gate_families.png
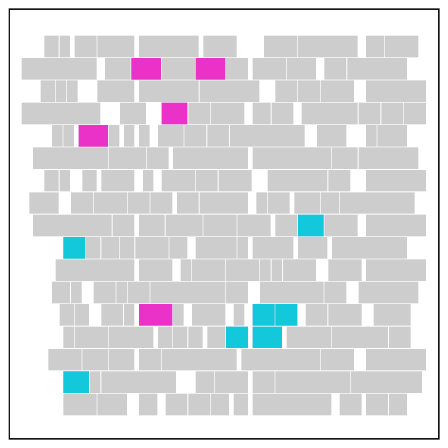
final_placement.png
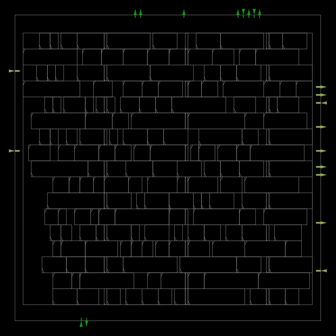
met2.png
Cells faint in the background.
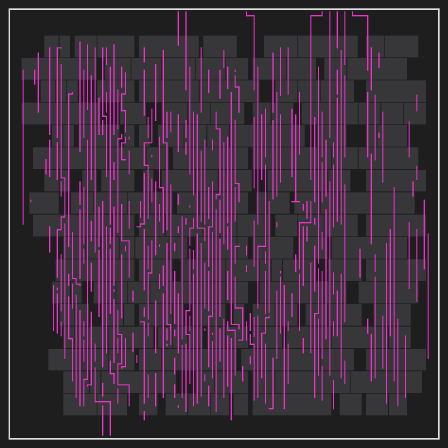
density.png
10 x 10 tiles, from white (low) to dark blue (high), 0 to 100% covered.
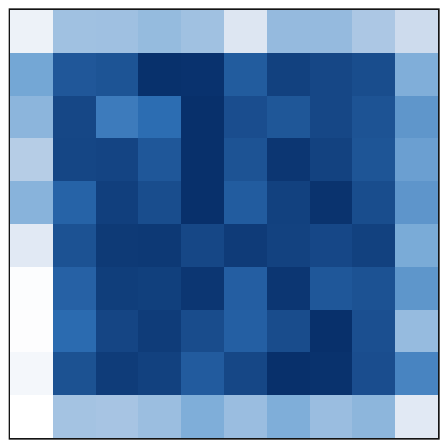
==> config.mk <==
export PLATFORM = sky130hd
export DESIGN_NAME = tap_controller
export DESIGN_NICKNAME = d
export VERILOG_FILES = /design/src/rtl/tap_controller.sv
export SDC_FILE = /design/constraint.sdc
export NUM_CORES = 1
export LEC_CHECK = 0
export ABC_CLOCK_PERIOD_IN_PS = 2200
export CAP_MARGIN = 10
export CELL_PAD_IN_SITES_DETAIL_PLACEMENT = 0
export CELL_PAD_IN_SITES_GLOBAL_PLACEMENT = 1
export CORE_UTILIZATION = 39
export CTS_CLUSTER_SIZE = 10
export DETAILED_ROUTE_END_ITERATION = 10
export PLACE_DENSITY_LB_ADDON = 0.1
export SETUP_SLACK_MARGIN = 0.5
export SLEW_MARGIN = 20
export SYNTH_ARGS = -nofsm -noshare
export SYNTH_HDL_FRONTEND = slang
export SYNTH_SLANG_ARGS = --single-unit
==> constraint.sdc <==
create_clock -name tck -period 2.2 [get_ports tck]
set_input_delay 0.55 -clock tck [delete_from_list [all_inputs] [get_ports tck]]
set_output_delay 0.55 -clock tck [all_outputs]
set_load 0.05 [all_outputs]
==> results.toml <==
# physical design summary
[run_status]
violations = "negative setup slack"
status = "finished with violations"

[yosys]
numSynthFlops = 16
top_area_cell = "dfrtn_1"
ys_area_um2 = 976
synth.avg_cell_area_um2 = 8.71
syn_area_um2 = 976

[setup_path]
path_class = "reg -> out"
reg2reg_slack_ns = -0.43
cp-start-kind = "flop"
max_stage_delay_ns = 0.41
worst-path-buf-inv = 1

[flow_run]
warning_count = 31

[timing]
slew_headroom = 0.768
setup_violations = 22
hold_ws_ns = 0.316
fin_ws_ns = -1.04
drv_slew = 0

[die]
ioPinCount = 21
fp-row-count = 17

[routing]
wl_met1_mm = 1.54

[layout]
syn_to_final_growth_pct = 99.0
buffers_excl_clock = 67
clkbuf_count = 8
fin_nets = 185

[power_and_ir_drop]
pg_seq_w = 0.000560

[global_route]
first_global_vias = 1154

[place]
routabilityCongestion = 0.820
Notes on gate_families.png above:
- magenta: AND and OR gates (cells 5; most used and2b_4)
- cyan: AND-OR and OR-AND gates (cells 7; most used o21a_1)
Comb area share: 0.325
Top cell excl fill/tap: buf_4
fin cells: 205

Notes on final_placement.png above:
fillers: 117
Tap Cells: 28
sequential cell area share: 0.210
Seq cells: 16

Notes on met2.png above:
- main direction: vertical
- nets with wire on the layer: 166
- longest straight run: 29.1 um
- wire length on this layer: 2000 um
grt met2 use: 0.470
routed via count: 1194
final wirelength: 4.02 mm

Notes on density.png above:
- fullest tile: 100%
- mean over tiles: 71%
- emptiest ninth of the die: bottom left
- densest ninth of the die: middle
Util after Layout: 0.853
Initial Utilization: 0.429
core box area: 2280 um^2

